`config.mk`:
```
export PLATFORM = sky130hd
export DESIGN_NAME = sync_fifo_ctrl
export DESIGN_NICKNAME = d
export VERILOG_FILES = /design/src/rtl/sync_fifo_ctrl.sv
export SDC_FILE = /design/constraint.sdc
export NUM_CORES = 1
export LEC_CHECK = 0
export CORE_MARGIN = 2
export CORE_UTILIZATION = 44
export DETAILED_ROUTE_END_ITERATION = 6
export PLACE_DENSITY = 0.85
export SETUP_SLACK_MARGIN = 0.4
export SKIP_LAST_GASP = 1
export SYNTH_ARGS = -nofsm -noshare
export SYNTH_HDL_FRONTEND = slang
export SYNTH_SLANG_ARGS = --single-unit
```
`constraint.sdc`:
```
create_clock -name clk -period 3.49 [get_ports clk]
set_clock_uncertainty 0.05 [all_clocks]
set_input_delay 0.5235 -clock clk [delete_from_list [all_inputs] [get_ports clk]]
set_output_delay 0.5235 -clock clk [all_outputs]
set_load 0.02 [all_outputs]
```
`src/rtl/sync_fifo_ctrl.sv`:
```
// Synchronous FIFO control stage: owns pointers, occupancy, status flags and
// read-valid tracking, and drives both ports of an external dual-port RAM.
module sync_fifo_ctrl #(
    parameter int unsigned DATA_WIDTH = 8,
    parameter int unsigned ADDR_BIT   = 9,
    parameter int unsigned ADDR_DEPTH = 512,
    parameter int unsigned AF_LEVEL   = 500,
    parameter int unsigned AE_LEVEL   = 8
) (
    input  logic                  clk,
    input  logic                  rst_n,
    input  logic                  wr_req,
    input  logic [DATA_WIDTH-1:0] wr_data,
    input  logic                  rd_req,
    output logic                  wren,
    output logic [DATA_WIDTH-1:0] wrdata,
    output logic [ADDR_BIT-1:0]   wraddress,
    output logic                  rden,
    output logic [ADDR_BIT-1:0]   rdaddress,
    output logic                  rd_valid,
    output logic                  full,
    output logic                  empty,
    output logic                  almost_full,
    output logic                  almost_empty,
    output logic [ADDR_BIT:0]     usedw,
    output logic                  overflow,
    output logic                  underflow
);

    localparam int unsigned PTR_W = ADDR_BIT + 1;

    logic [PTR_W-1:0] wr_ptr;
    logic [PTR_W-1:0] rd_ptr;
    logic [PTR_W-1:0] wr_ptr_nxt;
    logic [PTR_W-1:0] rd_ptr_nxt;
    logic [PTR_W-1:0] usedw_nxt;
    logic             wr_acc;
    logic             rd_acc;
    logic             full_nxt;
    logic             empty_nxt;
    logic             almost_full_nxt;
    logic             almost_empty_nxt;
    logic             overflow_nxt;
    logic             underflow_nxt;

    // A pop frees a slot in the same cycle, so a push at full is still accepted.
    assign rd_acc = rd_req & ~empty;
    assign wr_acc = wr_req & (~full | rd_acc);

    assign wren      = wr_acc;
    assign wrdata    = wr_data;
    assign wraddress = wr_ptr[ADDR_BIT-1:0];
    assign rden      = rd_acc;
    assign rdaddress = rd_ptr[ADDR_BIT-1:0];

    // Next-state pointers, occupancy and flags derived from next occupancy.
    always_comb begin
        wr_ptr_nxt = wr_ptr;
        rd_ptr_nxt = rd_ptr;
        usedw_nxt  = usedw;
        if (wr_acc) begin
            wr_ptr_nxt = wr_ptr + PTR_W'(1);
        end
        if (rd_acc) begin
            rd_ptr_nxt = rd_ptr + PTR_W'(1);
        end
        case ({wr_acc, rd_acc})
            2'b10:   usedw_nxt = usedw + PTR_W'(1);
            2'b01:   usedw_nxt = usedw - PTR_W'(1);
            default: usedw_nxt = usedw;
        endcase
        full_nxt         = (usedw_nxt == PTR_W'(ADDR_DEPTH));
        empty_nxt        = (usedw_nxt == '0);
        almost_full_nxt  = (usedw_nxt >= PTR_W'(AF_LEVEL));
        almost_empty_nxt = (usedw_nxt <= PTR_W'(AE_LEVEL));
        overflow_nxt     = overflow | (wr_req & ~wr_acc);
        underflow_nxt    = underflow | (rd_req & ~rd_acc);
    end

    // State registers; reset drops contents and any read in flight.
    always_ff @(posedge clk) begin
        if (!rst_n) begin
            wr_ptr       <= '0;
            rd_ptr       <= '0;
            usedw        <= '0;
            full         <= 1'b0;
            empty        <= 1'b1;
            almost_full  <= 1'b0;
            almost_empty <= 1'b1;
            rd_valid     <= 1'b0;
            overflow     <= 1'b0;
            underflow    <= 1'b0;
        end else begin
            wr_ptr       <= wr_ptr_nxt;
            rd_ptr       <= rd_ptr_nxt;
            usedw        <= usedw_nxt;
            full         <= full_nxt;
            empty        <= empty_nxt;
            almost_full  <= almost_full_nxt;
            almost_empty <= almost_empty_nxt;
            rd_valid     <= rd_acc;
            overflow     <= overflow_nxt;
            underflow    <= underflow_nxt;
        end
    end

endmodule

```
run_1/wire_density.png
Bar = 20 um. The die is cut into 15 by 15 equal tiles; black is low, pale yellow is high, scaled to the fullest tile. Values are wire area over tile area, all layers added.
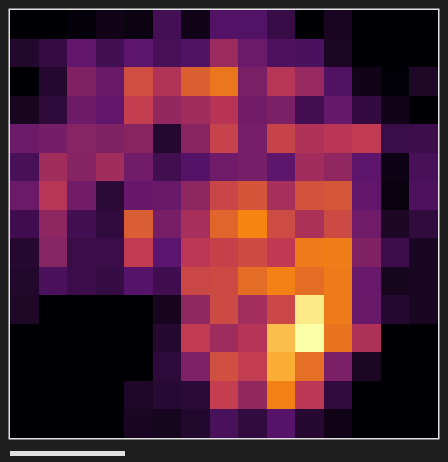
- nearly empty tiles: 20%
- tiles over half the peak: 19%
- emptiest ninth of the die: lower left
Vias: 2108
GRT Total Usage: 20.5%
Avg WL per Cell: 14.9 um

run_1/met2.png
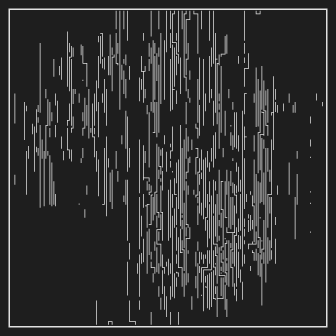
- main direction: vertical
- longest straight run: 36.7 um
- share of all routed wire: 49%
- wire length on this layer: 2690 um
- nets with wire on the layer: 266
total wire length: 5.50 mm
met2 usage: 32.0%

run_1/density.png
Bar = 20 um. The die is cut into 7 by 7 equal tiles; black is low, pale yellow is high, 0 to 100% covered.
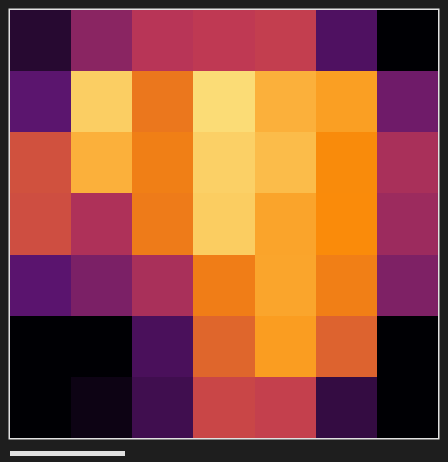
- nearly empty tiles: 12%
- mean over tiles: 49%
- tiles over 75% full: 22%
- emptiest ninth of the die: lower left
- densest ninth of the die: center
Util after Layout: 58.4%
fp_density: 46.0%
CORE AREA: 4790 um^2

==> results.sh, run 1 <==
# flow metrics
export IMPL_endpoint="almost_empty"
export IMPL_fmax_ghz=0.337
export IMPL_critPathLaunch="rd_req"
export IMPL_hpwlAfterDp_mm=3.80
export IMPL_cpPeakStageDelay_ns=0.54
export IMPL_placed_area_um2=2680
export IMPL_mux_share_pct=0.910
export IMPL_synth_area_top_cells="dfxtp_1, xor2_1, nor2_1"
export IMPL_cts_buffer_depth=2
export IMPL_cpMostUsedCell="buf_4"
export IMPL_drive_above_1_share_pct=12.9
export IMPL_yosys_cells=265
export IMPL_top_cell="dfxtp_1"
export IMPL_synthCells=265
export IMPL_drtIter0Drc=197
export IMPL_p_clk_uw=325
export IMPL_r2r_cells=13
export IMPL_status="finished clean"
export IMPL_insertion_delay_ns=0.29
export IMPL_cp_num_buf_inv=6
export IMPL_crit_family="buffers and inverters"
export IMPL_largestPowerGroup="registers"
export IMPL_p_per_area_nw_per_um2=452
export IMPL_tns_ns=0
export IMPL_num_rows=25
export IMPL_logic_family="simple AND/OR/NAND/NOR gates"
export IMPL_final_cells=369
export IMPL_internal_power_uw=824
export IMPL_final_common_cell="clkdlybuf4s50_1"
export IMPL_p_clk_share_pct=25.7
export IMPL_grt_pass1_vias=1871
export IMPL_cap_violations=0
export IMPL_netlist_area_um2=2200
export IMPL_power_uw=1260
export IMPL_post_cts_setup_buffer_count=2
export IMPL_avgSynthCellArea_um2=8.30
export IMPL_cp_slowest_cell="or4_1"
export IMPL_crit_type="in -> reg"
export IMPL_hold_viol=0
export IMPL_ios=57
export IMPL_p_leak_uw=0.00104
export IMPL_fin_hold_ws_ns=0.423
export IMPL_top_cells_by_count="dfxtp_1, nor2_1, nand2_1"
export IMPL_setup_viol=0
export IMPL_htreeDepth=2
export IMPL_sw_frac_of_total_pct=34.7
export IMPL_synth_xor_xnor_area_share_pct=8.82
export IMPL_crit_chain="dlygate4sd2_1 > nand2b_4 > a21boi_4 > inv_2 > ha_4 > buf_4 > buf_4 > inv_2 > or4_1 > a211o_1 > nand3_1 > a2111oi_4 > buf_4 > a41o_1"
export IMPL_grt_pass1_wl_mm=8.77
export IMPL_dieWidth_um=74.7
export IMPL_slew_headroom_pct=39.2
export IMPL_start_kind="input port"
export IMPL_hp_start="underflow"
export IMPL_antenna_found_initial=0
export IMPL_design_area_um2=2800
export IMPL_rsz0062_at_grt="no"
export IMPL_gp_congestion=0.838
export IMPL_dr_pass1_iters=4
export IMPL_cts_reportedPaths_clkPinSlew_ns=0.07
export IMPL_min_path_type="reg -> reg"
export IMPL_overflow=0
export IMPL_drc=0
export IMPL_synth_chip_area_um2=2200
export IMPL_synthAdderAreaFrac_pct=2.84
export IMPL_yosysTopAreaCell="dfxtp_1"
export IMPL_power_net_switching_uw=439
export IMPL_fin_ws_ns=0.521
export IMPL_port_buffers=40
export IMPL_antenna_left=0
export IMPL_cts_tree="built"
export IMPL_crit_fanout=13
export IMPL_r2r_end="almost_empty"
export IMPL_whs_endpoint="underflow"
export IMPL_openroad_warnings=28
export IMPL_die_h_um=74.7
export IMPL_postCtsHoldBufs=0
export IMPL_diodes=0
export IMPL_place_inst=359
export IMPL_drt_vias_per_instance=5.71
export IMPL_yosys_register_bits=35
export IMPL_synth_cell_types=60
export IMPL_peakVddDrop_mv=0.222
run 1: flip-flops by register name (all words and copies together), names as in the netlist:
name / cells
almost_empty: 1
almost_full: 1
empty: 1
full: 1
overflow: 1
rd_ptr: 9
rd_valid: 1
underflow: 1
usedw: 10
wr_ptr: 9
run 1: per-layer routing:
metal	share of wire, %	track usage, %
met4	2.3	9.52
met1	44	26.9
met5	0	0
met3	4.8	5.09
met2	49	32.0
run 1: cell type report:
class | instances | area (um^2) | area share (%)
clock buffer | 8 | 100 | 3.58
inverter | 7 | 26.3 | 0.940
multi-input combinational | 198 | 1370 | 49.0
sequential | 35 | 701 | 25.1
tap | 67 | 83.8 | 3.00
timing repair buffer | 54 | 515 | 18.4
==> run 1 -> run 2 <==
--- a/config.mk
+++ b/config.mk
@@ -10,7 +10,6 @@
 export DETAILED_ROUTE_END_ITERATION = 6
 export PLACE_DENSITY = 0.85
 export SETUP_SLACK_MARGIN = 0.4
-export SKIP_LAST_GASP = 1
 export SYNTH_ARGS = -nofsm -noshare
 export SYNTH_HDL_FRONTEND = slang
 export SYNTH_SLANG_ARGS = --single-unit
run_2/final_congestion.png
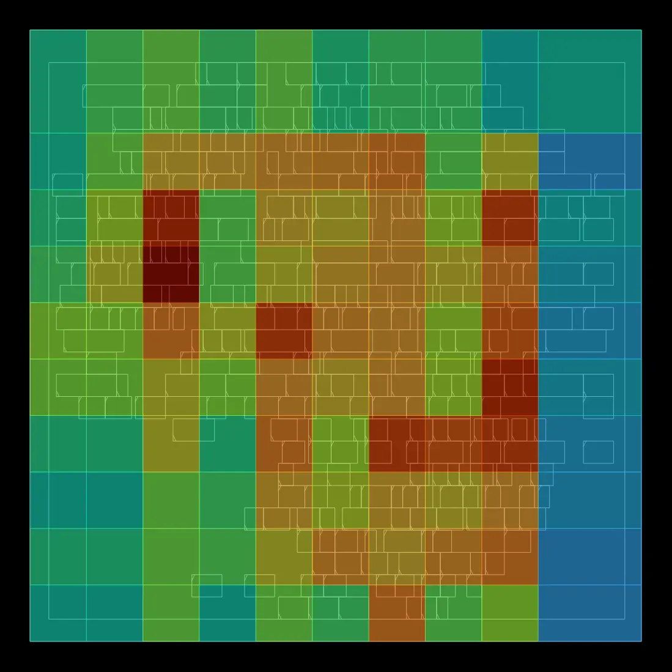
busiest layer in global routing: met2
met1 global-route usage: 26.9%
met3 Track Usage GR: 5.09%

==> run 2 against run 1 <==
Against the previous run: hold slack unchanged; combinational power about the same; maximum frequency unchanged; clock power about the same; sequential power about the same; largest cell class unchanged; sequential share of layout area unchanged; critical path depth unchanged.
==> results.sh, run 2 <==
# flow metrics
export IMPL_status="finished clean"
export IMPL_final_common_cell="clkdlybuf4s50_1"
export IMPL_overflow=0
export IMPL_cpPeakStageDelay_ns=0.54
export IMPL_cts_tree="built"
export IMPL_top_cell="dfxtp_1"
export IMPL_cap_violations=0
export IMPL_mux_share_pct=0.910
export IMPL_fin_ws_ns=0.521
export IMPL_seq_share_pct=25.1
export IMPL_insertion_delay_ns=0.29
export IMPL_design_area_um2=2800
export IMPL_top_register="usedw"
export IMPL_wl_met2_mm=2.69
export IMPL_slew_headroom_pct=39.2
export IMPL_r2r_cells=13
export IMPL_num_rows=25
export IMPL_r2r_end="almost_empty"
export IMPL_cpMostUsedCell="buf_4"
export IMPL_crit_fanout=13
export IMPL_cp_num_buf_inv=6
export IMPL_dominant_cells="logic gates"
export IMPL_p_clk_share_pct=25.7
export IMPL_cp_slowest_cell="or4_1"
export IMPL_netlist_area_um2=2200
export IMPL_regArea_um2=701
export IMPL_hp_start="underflow"
export IMPL_placed_area_um2=2680
export IMPL_synth_area_top_cells="dfxtp_1, xor2_1, nor2_1"
export IMPL_tns_ns=0
export IMPL_whs_endpoint="underflow"
export IMPL_wl_met1_mm=2.41
export IMPL_openroad_warnings=28
export IMPL_num_clock_buffers=8
export IMPL_synthCells=265
export IMPL_comb_area_share_pct=49.0
export IMPL_nonClkBufAreaFrac_pct=18.4
export IMPL_nWellTaps=67
export IMPL_peakVddDrop_mv=0.222
export IMPL_logic_family="simple AND/OR/NAND/NOR gates"
export IMPL_vias=2108
export IMPL_diodes=0
export IMPL_synth_xor_xnor_area_share_pct=8.82
export IMPL_dieWidth_um=74.7
export IMPL_port_buffers=40
export IMPL_drtIter0Drc=197
export IMPL_p_per_area_nw_per_um2=452
export IMPL_final_cells=369
export IMPL_fin_hold_ws_ns=0.423
export IMPL_ios=57
export IMPL_grt_pass1_wl_mm=8.77
export IMPL_yosysTopAreaCell="dfxtp_1"
export IMPL_start_kind="input port"
export IMPL_wl_met3_um=266
export IMPL_grtUsageTotal_pct=20.5
export IMPL_logic_gate_count=198
export IMPL_flops=35
export IMPL_synth_chip_area_um2=2200
export IMPL_fmax_ghz=0.337
export IMPL_maxUsedRoutingLayer="met4"
export IMPL_cts_reportedPaths_clkPinSlew_ns=0.07
export IMPL_critPathLaunch="rd_req"
export IMPL_crit_family="buffers and inverters"
export IMPL_dr_pass1_iters=4
export IMPL_setup_viol=0
export IMPL_hpwlAfterDp_mm=3.80
export IMPL_signal_buffers=54
export IMPL_p_leak_uw=0.00104
export IMPL_yosys_register_bits=35
export IMPL_cts_buffer_depth=2
run_2/density.png
Bar = 20 um. The die is cut into 7 by 7 equal tiles; black is low, pale yellow is high, 0 to 100% covered.
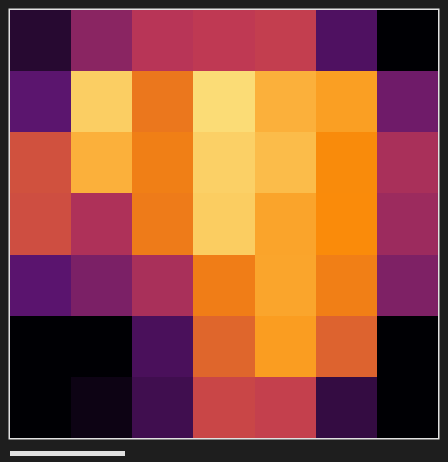
- mean over tiles: 49%
- emptiest ninth of the die: lower left
- tiles over 75% full: 22%
- fullest tile: 93%
- densest ninth of the die: center

[run 2: cell counts in the layout (fill, tap and decap cells not counted)]
No cell type changed its count.
[run 2: routing by layer]
metal  GRT usage [%]  vias to the layer above
met5               0                        -
met3            5.09                       14
met2            32.0                       60
met4            9.52                        0
met1            26.9                     1014
li1                -                     1020
[run 2: power by group through the flow]
stage               Clock (uW)  Sequential [uW]  Combinational, uW
finish                     325              499                438
global route               345              507                475
CTS                        332              498                435
detailed placement           0              507                422
global placement             0              506                414
floorplan                    0              510                286
[run 2: what timing repair did]
| item | in CTS | in global routing |
|---|---|---|
| resized | 3 | 0 |
| buffers inserted | 2 | 0 |
| setup endpoints to repair | 4 | 3 |
| pin swaps | 4 | 3 |
==> run 2 -> run 3 <==
--- a/config.mk
+++ b/config.mk
@@ -8,8 +8,7 @@
 export CORE_MARGIN = 2
 export CORE_UTILIZATION = 44
 export DETAILED_ROUTE_END_ITERATION = 6
-export PLACE_DENSITY = 0.85
-export SETUP_SLACK_MARGIN = 0.4
+export PLACE_DENSITY = 0.76
 export SYNTH_ARGS = -nofsm -noshare
 export SYNTH_HDL_FRONTEND = slang
 export SYNTH_SLANG_ARGS = --single-unit
run_3/density.png
Bar = 20 um. The die is cut into 7 by 7 equal tiles; black is low, pale yellow is high, 0 to 100% covered.
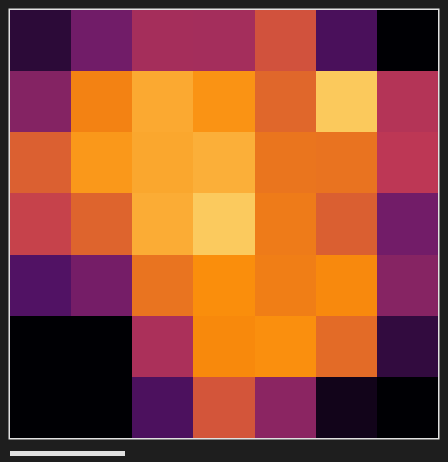
- fullest tile: 89%
- emptiest ninth of the die: lower left
- nearly empty tiles: 12%
Util after Layout: 58.6%

run_3/wire_density.png
Bar = 20 um. The die is cut into 15 by 15 equal tiles; black is low, pale yellow is high, scaled to the fullest tile. Values are wire area over tile area, all layers added.
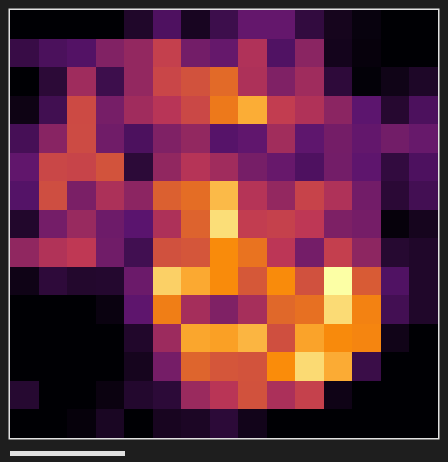
- emptiest ninth of the die: lower left
- fullest tile: 0.46
- tiles over half the peak: 25%
- densest ninth of the die: center
GRT Total Usage: 19.7%
Vias: 2047
Avg WL per Cell: 13.6 um
total wire length: 5.06 mm

==> run 3 against run 2 <==
Against the previous run: register-to-register slack worse by 0.06 ns; non-clock buffer count is 4 higher; first-iteration DRC count is 65% lower; synthesized cell count stayed put; maximum frequency is 8.2% lower; sequential share of layout area is 0.067 points lower; wire length is 8.1% lower; die area stayed put; critical path depth stayed put; worst setup slack worse by 0.26 ns; largest power group unchanged; largest cell class unchanged; final area is 0.27% higher.
==> results.sh, run 3 <==
# flow metrics
export IMPL_status="finished clean"
export IMPL_synth_chip_area_um2=2200
export IMPL_placed_area_um2=2690
export IMPL_insertion_delay_ns=0.29
export IMPL_cpPeakStageDelay_ns=0.49
export IMPL_fin_hold_ws_ns=0.424
export IMPL_cp_slowest_cell="clkdlybuf4s50_1"
export IMPL_slew_headroom_pct=40.9
export IMPL_logic_family="simple AND/OR/NAND/NOR gates"
export IMPL_p_per_area_nw_per_um2=455
export IMPL_port_buffers=40
export IMPL_synth_area_top_cells="dfxtp_1, xor2_1, nor2_1"
export IMPL_cpMostUsedCell="ha_2"
export IMPL_mux_share_pct=0.910
export IMPL_tns_ns=0
export IMPL_drtIter0Drc=68
export IMPL_ios=57
export IMPL_cp_num_buf_inv=2
export IMPL_cts_tree="built"
export IMPL_diodes=0
export IMPL_p_seq_uw=496
export IMPL_num_rows=25
export IMPL_top_cell="dfxtp_1"
export IMPL_design_area_um2=2800
export IMPL_peakVddDrop_mv=0.298
export IMPL_post_cts_setup_buffer_count=0
export IMPL_p_clk_uw=361
export IMPL_overflow=0
export IMPL_netlist_area_um2=2200
export IMPL_cts_buffer_depth=2
export IMPL_crit_fanout=3
export IMPL_fmax_ghz=0.309
export IMPL_openroad_warnings=27
export IMPL_grt_pass1_wl_mm=8.64
export IMPL_top_register="usedw"
export IMPL_largestPowerGroup="registers"
export IMPL_final_cells=373
export IMPL_final_common_cell="clkdlybuf4s50_1"
export IMPL_dr_pass1_iters=4
export IMPL_start_kind="input port"
export IMPL_p_leak_uw=0.00106
[run 3: final timing paths]
check / start / end / slack, ns / cells after the start
worst max register to register: empty / full / 0.55 / 13
worst min-delay path: underflow / underflow / 0.42 / 2
worst max-delay path: rd_req / full / 0.26 / 14
worst min register to register: underflow / underflow / 0.42 / 2
[run 3: cell type report]
cell class,instances,area (um^2)
Clock inverter,3,43.8
Inverter,7,26.3
Timing Repair Buffer,58,536
Tap cell,67,83.8
Clock buffer,5,68.8
Sequential cell,35,701
Fill cell,435,1980
Multi-Input combinational cell,198,1350
[run 3: routing by layer]
layer  up-vias  track usage, %  routed length [um]
li1       1030               -                   -
met1       958            26.6                2470
met2        51            31.3                2250
met3         8            4.55                 258
met4         0            6.75                  72
met5         -               0                   0
Power is estimated from default activity; no workload was simulated.
